### Close-up of the layout, run 1

Region (100, 24) to (140, 64) um. Cells in grey, sequential cells in the stronger grey; small squares are vias.
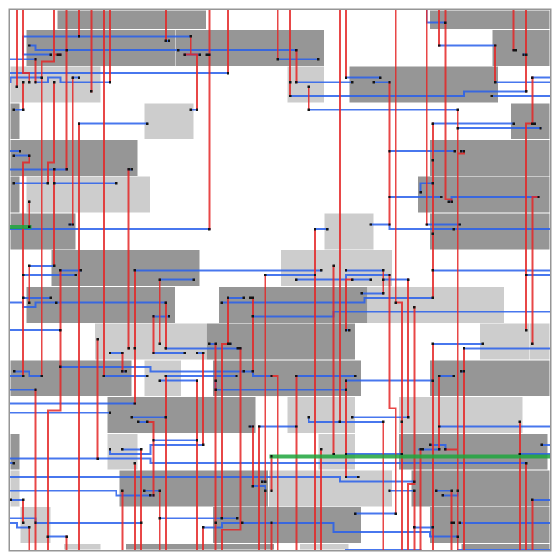
### M3 wires, run 1

The bar under the picture is 50 um long.
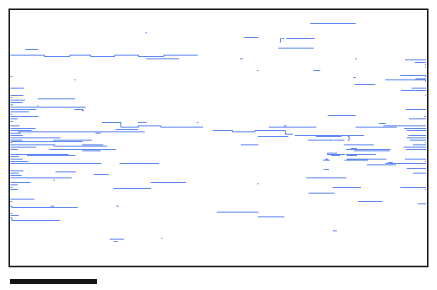
### Wiring by layer, run 1

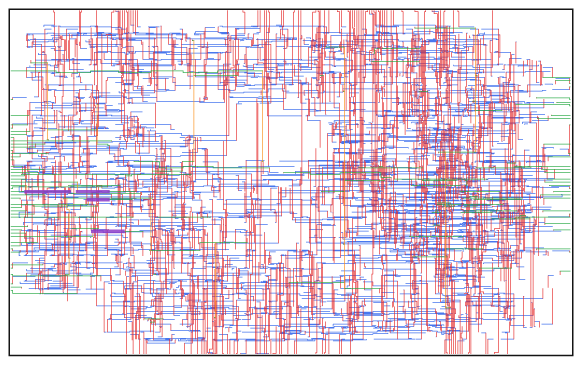
### Clock network drawn from the DEF, run 1

The bar under the picture is 50 um long.
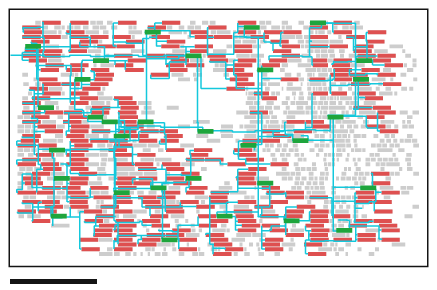
<file path="src/rtl/regfile_pkg.sv">
// Shared definitions for the writeback path into the 1024x72 register file.
// Provides address/data widths and the queued writeback entry type.
package regfile_pkg;

    localparam int ADDR_W   = 10;
    localparam int DATA_W   = 72;
    localparam int NUM_REGS = 1024;

    typedef struct packed {
        logic [ADDR_W-1:0] addr;
        logic [DATA_W-1:0] data;
    } wb_entry_t;

endpackage

</file>
<file path="src/rtl/wb_fifo.sv">
// Circular buffer of writeback entries with occupancy flags.
// Ports: clk/rst_n, i_push/i_entry tail write, i_pop head advance,
// o_head head entry, o_count/o_full/o_empty occupancy,
// o_valid/o_addr per-slot view for hazard compare.
module wb_fifo
    import regfile_pkg::*;
#(
    parameter  int DEPTH = 4,
    localparam int PW    = $clog2(DEPTH),
    localparam int CW    = PW + 1
) (
    input  logic              clk,
    input  logic              rst_n,
    input  logic              i_push,
    input  wb_entry_t         i_entry,
    input  logic              i_pop,
    output wb_entry_t         o_head,
    output logic [CW-1:0]     o_count,
    output logic              o_full,
    output logic              o_empty,
    output logic [DEPTH-1:0]  o_valid,
    output logic [ADDR_W-1:0] o_addr [DEPTH]
);

    wb_entry_t       r_mem [DEPTH];
    logic [PW-1:0]   r_wr_ptr;
    logic [PW-1:0]   r_rd_ptr;
    logic [CW-1:0]   r_count;
    logic            w_push;
    logic            w_pop;

    assign o_full  = (r_count == CW'(DEPTH));
    assign o_empty = (r_count == '0);
    assign w_push  = i_push && !o_full;
    assign w_pop   = i_pop && !o_empty;
    assign o_head  = r_mem[r_rd_ptr];
    assign o_count = r_count;

    // Storage is deliberately left out of reset; o_valid masks stale slots.
    always_ff @(posedge clk) begin
        if (w_push) begin
            r_mem[r_wr_ptr] <= i_entry;
        end
    end

    always_ff @(posedge clk or negedge rst_n) begin
        if (!rst_n) begin
            r_wr_ptr <= '0;
            r_rd_ptr <= '0;
            r_count  <= '0;
        end else begin
            if (w_push) begin
                r_wr_ptr <= r_wr_ptr + 1'b1;
            end
            if (w_pop) begin
                r_rd_ptr <= r_rd_ptr + 1'b1;
            end
            unique case ({w_push, w_pop})
                2'b10:   r_count <= r_count + 1'b1;
                2'b01:   r_count <= r_count - 1'b1;
                default: r_count <= r_count;
            endcase
        end
    end

    // A slot is live when its distance from the head is below occupancy.
    for (genvar g = 0; g < DEPTH; g++) begin : g_view
        logic [PW-1:0] w_off;
        assign w_off      = PW'(g) - r_rd_ptr;
        assign o_valid[g] = ({1'b0, w_off} < r_count);
        assign o_addr[g]  = r_mem[g].addr;
    end

endmodule

</file>
<file path="src/rtl/writeback_buffer.sv">
// Writeback queue feeding the regfile write port, arbitrating read slots.
// Ports: execute handshake (in_*), decode read/hazard (rd_*, hazard*),
// regfile write (write, reg_r_address, result_in), occupancy (count/full/empty).
module writeback_buffer
    import regfile_pkg::*;
#(
    parameter  int DEPTH      = 4,
    parameter  int STARVE_MAX = 3,
    parameter  int ADDR_W     = regfile_pkg::ADDR_W,
    parameter  int DATA_W     = regfile_pkg::DATA_W,
    localparam int CW         = $clog2(DEPTH) + 1,
    localparam int SW         = $clog2(STARVE_MAX + 1)
) (
    input  logic              clk,
    input  logic              reset,
    input  logic              in_valid,
    output logic              in_ready,
    input  logic [ADDR_W-1:0] in_addr,
    input  logic [DATA_W-1:0] in_data,
    input  logic              rd_req,
    input  logic [ADDR_W-1:0] rd_addr1,
    input  logic [ADDR_W-1:0] rd_addr2,
    output logic              rd_grant,
    output logic              hazard1,
    output logic              hazard2,
    output logic              write,
    output logic [ADDR_W-1:0] reg_r_address,
    output logic [DATA_W-1:0] result_in,
    output logic [CW-1:0]     count,
    output logic              full,
    output logic              empty
);

    wb_entry_t         w_in_entry;
    wb_entry_t         w_head;
    logic [DEPTH-1:0]  w_valid;
    logic [ADDR_W-1:0] w_addr [DEPTH];
    logic              w_push;
    logic              w_force;
    logic              w_hz1;
    logic              w_hz2;
    logic [SW-1:0]     r_starve;

    assign w_in_entry.addr = in_addr;
    assign w_in_entry.data = in_data;
    assign in_ready        = !full;
    assign w_push          = in_valid && in_ready;

    wb_fifo #(
        .DEPTH (DEPTH)
    ) u_fifo (
        .clk     (clk),
        .rst_n   (reset),
        .i_push  (w_push),
        .i_entry (w_in_entry),
        .i_pop   (write),
        .o_head  (w_head),
        .o_count (count),
        .o_full  (full),
        .o_empty (empty),
        .o_valid (w_valid),
        .o_addr  (w_addr)
    );

    // Reads win unless the queue is full or reads have hogged the port.
    assign w_force  = full || (r_starve == SW'(STARVE_MAX));
    assign write    = !empty && (!rd_req || w_force);
    assign rd_grant = rd_req && !write;

    assign reg_r_address = empty ? '0 : w_head.addr;
    assign result_in     = empty ? '0 : w_head.data;

    always_ff @(posedge clk or negedge reset) begin
        if (!reset) begin
            r_starve <= '0;
        end else if (write || empty) begin
            r_starve <= '0;
        end else if (rd_grant && (r_starve != SW'(STARVE_MAX))) begin
            r_starve <= r_starve + 1'b1;
        end
    end

    // The entry being pushed is already pending for decode's purposes.
    always_comb begin
        w_hz1 = w_push && (in_addr == rd_addr1);
        w_hz2 = w_push && (in_addr == rd_addr2);
        for (int i = 0; i < DEPTH; i++) begin
            if (w_valid[i] && (w_addr[i] == rd_addr1)) begin
                w_hz1 = 1'b1;
            end
            if (w_valid[i] && (w_addr[i] == rd_addr2)) begin
                w_hz2 = 1'b1;
            end
        end
    end

    assign hazard1 = w_hz1;
    assign hazard2 = w_hz2;

endmodule

</file>
<file path="config.mk">
export PLATFORM = sky130hd
export DESIGN_NAME = writeback_buffer
export DESIGN_NICKNAME = d
export VERILOG_FILES = /design/src/rtl/regfile_pkg.sv /design/src/rtl/wb_fifo.sv /design/src/rtl/writeback_buffer.sv
export SDC_FILE = /design/constraint.sdc
export NUM_CORES = 1
export LEC_CHECK = 0
export CORE_ASPECT_RATIO = 0.6
export CORE_MARGIN = 4
export CORE_UTILIZATION = 45
export CTS_BUF_LIST = sky130_fd_sc_hd__clkbuf_4 sky130_fd_sc_hd__clkbuf_8 sky130_fd_sc_hd__clkbuf_16
export DETAILED_ROUTE_END_ITERATION = 7
export GPL_TIMING_DRIVEN = 1
export HOLD_SLACK_MARGIN = 0.15
export PLACE_DENSITY = 0.7
export SYNTH_ARGS = -nofsm -noshare
export SYNTH_HDL_FRONTEND = slang
export SYNTH_HIERARCHICAL = 1
export SYNTH_SLANG_ARGS = --single-unit
</file>
<file path="constraint.sdc">
create_clock -name clk -period 2.4 [get_ports clk]
set_input_delay 0.48 -clock clk [delete_from_list [all_inputs] [get_ports clk]]
set_output_delay 0.48 -clock clk [all_outputs]
set_load 0.03 [all_outputs]
</file>
==> out/results.ini, run 1 <==
[logic_synthesis]
synth_cell_types=35
ff_type=edfxtp_1
ys_cells=786
syn_inst=786
synthSimpleGateAreaFrac_pct=5.82

[cts]
cts-root-buf=clkbuf_16
cts.path.max_buffers=3
clock-sinks=337

[global_route]
grt_antenna_before_repair=4

[outcome]
outcome=finished, violations left
violations=negative setup slack

[final_timing]
setup_viol=87
relSlewSlack_pct=68.5
layout_setup_ws_ns=-0.705
finClkSkew_ns=0.00832

[routing]
finalWirelength_um=35400
drc=0

[placed_design]
dp_cells=1396

[run]
log.warning_count=33

[final_layout]
comb_area_sq_um=4170
syn2layout_area_growth_pct=32.6

[floorplanning]
io_pins=198

Notes on 'Close-up of the layout' above:
| colour | layer |
|---|---|
| blue | M1 |
| green | M3 |
| red | M2 |
cells with their middle in the window: 39
most frequent: edfxtp_1 (22), buf_4 (4)
sequential cells in the window: 22
netlist names of flops here include: `u_fifo/r_mem` (22)

Notes on 'M3 wires' above:
nets with wire on the layer: 120
wire length on this layer: 2000 um

Notes on 'Wiring by layer' above:
| colour | layer | wire length |
|---|---|---|
| purple | M5 | 52.4 um |
| red | M2 | 17000 um |
| green | M3 | 2000 um |
| blue | M1 | 15900 um |
| orange | M4 | 463 um |

Notes on 'Clock network drawn from the DEF' above:
[cyan] clock wires | length: 3940 um
[red] flip-flops | count: 337
[green] clock-net drivers | count: 31
routed clock nets: 32

## run 1: routing by layer
metal / up-vias / track usage (%)
li1: 3539 / -
met1: 4042 / 28.7
met2: 204 / 31.0
met3: 41 / 4.51
met4: 8 / 2.97
met5: - / 0
## run 1: where the power goes
part           total (mW)  switching (mW)  internal, mW
clock                4.89            2.11          2.79
sequential           8.22           0.418          7.81
combinational        13.5            6.90          6.55
total                26.6            9.43          17.1
## run 1: cells in the final DEF, fill, tap and decap left out, types with 3 or more instances in the layout
cell type,instances
nor2b_1,58
xnor2_1,71
clkinv_2,4
xor2_1,34
o22ai_1,4
edfxtp_1,328
nand2_1,4
clkdlybuf4s50_1,108
clkinv_1,6
buf_8,4
a21oi_1,3
clkbuf_4,9
nor4_1,8
ha_1,8
nand4_1,20
clkbuf_16,35
buf_16,5
nor2b_4,24
buf_12,24
or2_1,3
inv_2,3
mux4_2,82
clkdlybuf4s15_2,18
inv_1,6
buf_2,10
nor3_1,3
buf_6,47
and3_4,4
bufinv_16,3
buf_4,108
dfrtp_1,5
## run 1: worst max-delay path: stages (launching register included)
cell     delay, ns
dfrtp_4       0.54
xnor2_4       0.18
ha_1          0.30
a21oi_1       0.07
or2_1         0.27
nand4_1       0.12
o22ai_1       0.08
or3_4         0.34
buf_6         0.15
## run 1: through the flow
stage               hold WS [ns]  worst slack, ns  instance area, sq um  setup TNS (ns)  utilization [%]
finish                     0.208           -0.705                 19300          -40.63             61.4
global placement           0.425           -0.322                 17400           -7.53             55.1
detailed placement         0.437           -0.429                 17400           -8.04             55.1
floorplan                  0.184           -0.349                 14700          -61.51                -
CTS                        0.190           -0.722                 19100          -39.79             60.5
global route               0.239           -0.817                 19300          -46.70             61.4
### Cell outlines without signal wires, run 1

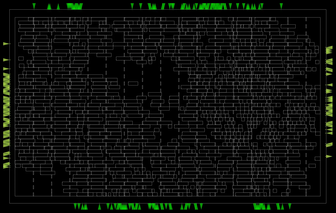

==> run 1 -> run 2 <==
--- a/config.mk
+++ b/config.mk
@@ -12,6 +12,7 @@
 export DETAILED_ROUTE_END_ITERATION = 7
 export GPL_TIMING_DRIVEN = 1
 export HOLD_SLACK_MARGIN = 0.15
+export MAX_ROUTING_LAYER = met4
 export PLACE_DENSITY = 0.7
 export SYNTH_ARGS = -nofsm -noshare
 export SYNTH_HDL_FRONTEND = slang
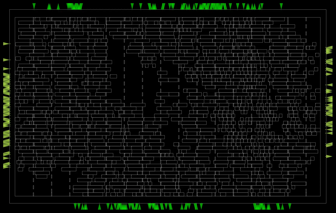
*Cell outlines without signal wires, run 2*
flop count: 337
non-filler cells in the finished layout: 1496
Core Rows: 50

==> run 2 against run 1 <==
Net effect: the flow still finishes with violations (negative setup slack); core utilization fell by 0.59 points; first-iteration DRC count up 4.8%; flip-flop count did not move; final cell count fell by 0.20%; clock skew increased by 0.0067 ns; non-clock buffer count is 8 lower; die size unchanged; hold slack gained 0.032 ns; critical endpoint unchanged.
==> out/results.ini, run 2 <==
[cts]
cts.path.max_buffers=3
cts-root-buf=clkbuf_16
clock-sinks=337

[routing]
drc=0
finalWirelength_um=34400

[placed_design]
dp_slack_ns=-0.326

[final_timing]
finalSetupTns_ns=-32.50
layout_setup_ws_ns=-0.642
relSlewSlack_pct=68.8
finClkSkew_ns=0.0150
setup_viol=88
timing.hold.ws_ns=0.239

[pwr]
netSwitchingPower_mw=9.26
swShare_pct=35.5
p_seq_share_pct=31.5
pg_seq_mw=8.20
maxPowerGroup=combinational cells
p_clk_mw=4.59
clkPwrFrac_pct=17.6

[outcome]
outcome=finished, violations left
violations=negative setup slack

[global_route]
grt.busiest_layer=met1
grt_util_met3_pct=4.06

[setup_path]
worstPathCellList=xnor2_2 > inv_1 > ha_1 > a21oi_1 > or2_1 > nand4_1 > o22ai_1 > or3_4 > buf_6
worstPathBufferInverterCount=2

[logic_synthesis]
syn_inst=786
ff_type=edfxtp_1
ys_cells=786
synthSimpleGateAreaFrac_pct=5.82

[final_layout]
final_cell_mix=edfxtp_1, buf_4, clkdlybuf4s50_1, mux4_2, xnor2_1
syn2layout_area_growth_pct=31.4
postLayoutCellArea_sq_um=19200

[run]
log.warning_count=33

run 2: metal layers:
layer	vias to the layer above	routed length, um
met5	-	0
met1	4019	15700
met2	233	16100
met3	30	2210
li1	3532	-
met4	0	325
run 2: cell type report:
class,instances,area (sq um),area share (%)
clock buffers,41,870,4.54
clock inverters,14,77.6,0.405
multi-input cells,350,4180,21.8
flip-flops and latches,337,10100,52.6
well taps,416,520,2.72
diodes,5,12.5,0.0653
inverters,10,43.8,0.229
repair buffers,323,3370,17.6
run 2: stage by stage:
step                total power [mW]  utilization [%]  cells
floorplan                       15.2                -    786
global placement                19.6             54.8   1390
detailed placement              19.7             54.8   1390
CTS                             25.6             59.8   1481
global route                    27.3             60.8   1496
finish                          26.1             60.8   1496
run 2: worst paths after layout:
path / slack [ns] / from / end
max: -0.64 / u_fifo/r_rd_ptr[1]$_DFFE_PN0P_ / hazard2
min: 0.24 / reset / u_fifo/r_rd_ptr[0]$_DFFE_PN0P_
max reg2reg: -0.08 / u_fifo/o_count[0]$_DFFE_PN0P_ / u_fifo/o_count[2]$_DFFE_PN0P_
min reg2reg: 0.45 / r_starve[0]$_DFFE_PN0P_ / r_starve[0]$_DFFE_PN0P_
max in group asynchronous: 1.81 / reset / u_fifo/r_rd_ptr[1]$_DFFE_PN0P_
min in group clk: 0.45 / r_starve[0]$_DFFE_PN0P_ / r_starve[0]$_DFFE_PN0P_
run 2: worst reg2reg max path: stages (launching register included):
cell and delay, ns:
dfrtp_2 0.40, or3b_4 0.42, clkinvlp_4 0.09, buf_6 0.11, nor2_4 0.04, a21oi_4 0.19
o31a_2 0.20, ha_4 0.13, inv_2 0.03, fa_2 0.32, xor2_1 0.15, nor2_1 0.13
xor2_1 0.17
### Close-up of the layout, run 2

Region (100, 24) to (140, 64) um. Cells in grey, sequential cells in the stronger grey; small squares are vias.
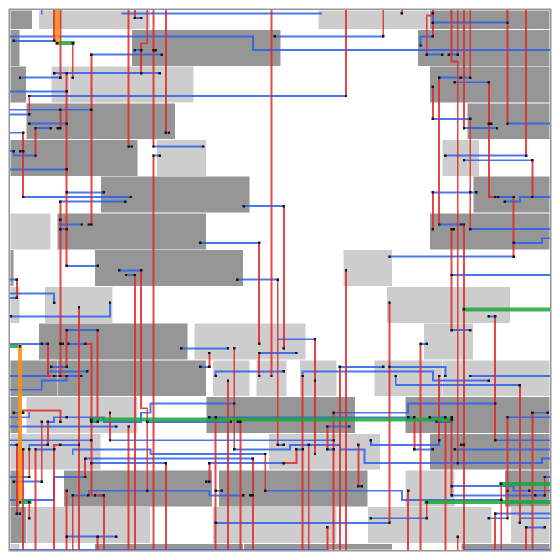

==> run 2 -> run 3 <==
--- a/config.mk
+++ b/config.mk
@@ -8,12 +8,13 @@
 export CORE_ASPECT_RATIO = 0.6
 export CORE_MARGIN = 4
 export CORE_UTILIZATION = 45
-export CTS_BUF_LIST = sky130_fd_sc_hd__clkbuf_4 sky130_fd_sc_hd__clkbuf_8 sky130_fd_sc_hd__clkbuf_16
+export CTS_BUF_LIST = sky130_fd_sc_hd__clkbuf_2
 export DETAILED_ROUTE_END_ITERATION = 7
 export GPL_TIMING_DRIVEN = 1
 export HOLD_SLACK_MARGIN = 0.15
 export MAX_ROUTING_LAYER = met4
 export PLACE_DENSITY = 0.7
+export SKIP_LAST_GASP = 1
 export SYNTH_ARGS = -nofsm -noshare
 export SYNTH_HDL_FRONTEND = slang
 export SYNTH_HIERARCHICAL = 1
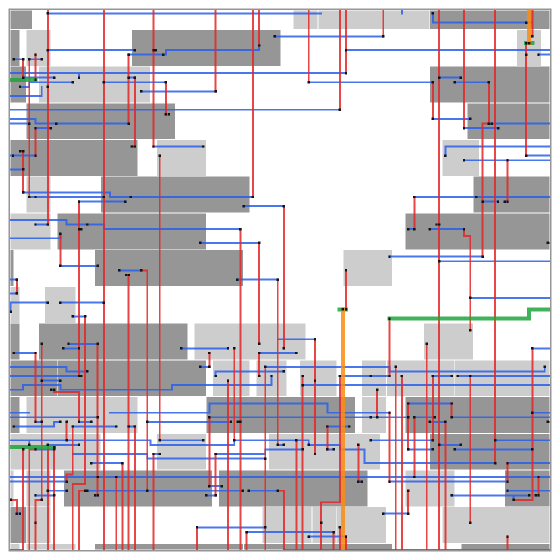
*Close-up of the layout, run 3*
Region (100, 24) to (140, 64) um. Cells in grey, sequential cells in the stronger grey; small squares are vias.
| colour | layer |
|---|---|
| orange | M4 |
| red | M2 |
| blue | M1 |
| green | M3 |
cells with their middle in the window: 48
sequential cells in the window: 18
netlist names of flops here include: `u_fifo/r_mem` (18)
most frequent: edfxtp_1 (18), clkbuf_2 (9), mux4_2 (6)

==> run 3 against run 2 <==
Net effect: the flow still finishes with violations (negative setup slack); hold slack better by 0.10 ns; global-route usage up 1.2 points; wire length up 4.3%; synthesized area unchanged; final cell count up 10%; core utilization up 1.9 points; synthesized cell count unchanged; worst setup slack worse by 0.30 ns; non-clock buffer count up 73; largest power group unchanged.
==> out/results.ini, run 3 <==
[outcome]
outcome=finished, violations left
violations=negative setup slack

[final_timing]
layout_setup_ws_ns=-0.946
setup_viol=90
finalSetupTns_ns=-63.90
finClkSkew_ns=0.0740

[pwr]
p_comb_share_pct=53.7
clkPwrFrac_pct=14.2

[routing]
drc=0
m1WireLength_um=16200
finalWirelength_um=35900

[global_route]
grt.busiest_layer=met2
grt_util_met3_pct=4.96
use_met1_pct=29.3

[final_layout]
n_all_inverters=10
comb_area_sq_um=4260
regArea_sq_um=10100
buf_share_pct=20.9
flops=337
final_cell_count_no_fill=1649

[setup_path]
worstPathBufferInverterCount=2
cp-endpoint=hazard2

[placed_design]
post_dp_cell_area_sq_um=17300

[floorplanning]
taps=416

[logic_synthesis]
synth_cell_types=35
syn_inst=786
ys_cells=786

[cts]
clock-sinks=337

-- run 3: cell counts after synthesis --
No cell type changed its count.
-- run 3: logic make-up (layout without fill, tap and decap cells) --
kind of cell | count (synthesis) | in the layout | share of synthesized area (%)
compound gates | 12 | 12 | 0.497
xor+xnor | 107 | 107 | 6.48
fa+ha+maj | 11 | 11 | 0.995
buf+inv | 99 | 544 | 4.38
flops | 337 | 337 | 69.1
mux | 83 | 83 | 12.8
other cells | 0 | 2 | 0
simple gates | 137 | 137 | 5.82
-- run 3: power groups by stage --
stage               Combinational (mW)  Clock, mW  Sequential [mW]
global placement                  11.3          0             8.30
global route                      14.4       4.14             8.27
detailed placement                11.4          0             8.34
finish                            13.7       3.62             8.18
floorplan                         7.05          0             8.19
CTS                               12.6       3.82             8.18
-- run 3: repair_timing --
| item | 4_1_cts | 5_1_grt |
|---|---|---|
| setup buffers | 30 | 11 |
| hold buffers | 73 | 0 |
| gates resized | 331 | 179 |
| pin swaps | 6 | 5 |
| cloned | 4 | 2 |
| hold endpoints to repair | 297 | 0 |
| endpoints found under the setup margin | 93 | 91 |
-- run 3: worst min path at each step --
stage	start	end	slack, ns	depth (start not counted)
2_1_floorplan	reset	r_starve[0]$_DFFE_PN0P_	0.18	0
3_3_place_gp	r_starve[0]$_DFFE_PN0P_	r_starve[0]$_DFFE_PN0P_	0.43	1
3_5_place_dp	r_starve[0]$_DFFE_PN0P_	r_starve[0]$_DFFE_PN0P_	0.44	1
4_1_cts	in_addr[6]	u_fifo/r_mem[3][78]$_DFFE_PP_	0.19	1
5_1_grt	in_addr[1]	u_fifo/r_mem[2][73]$_DFFE_PP_	0.23	1
6_report	in_addr[6]	u_fifo/r_mem[2][78]$_DFFE_PP_	0.34	1
Power and IR drop assume default switching activity.
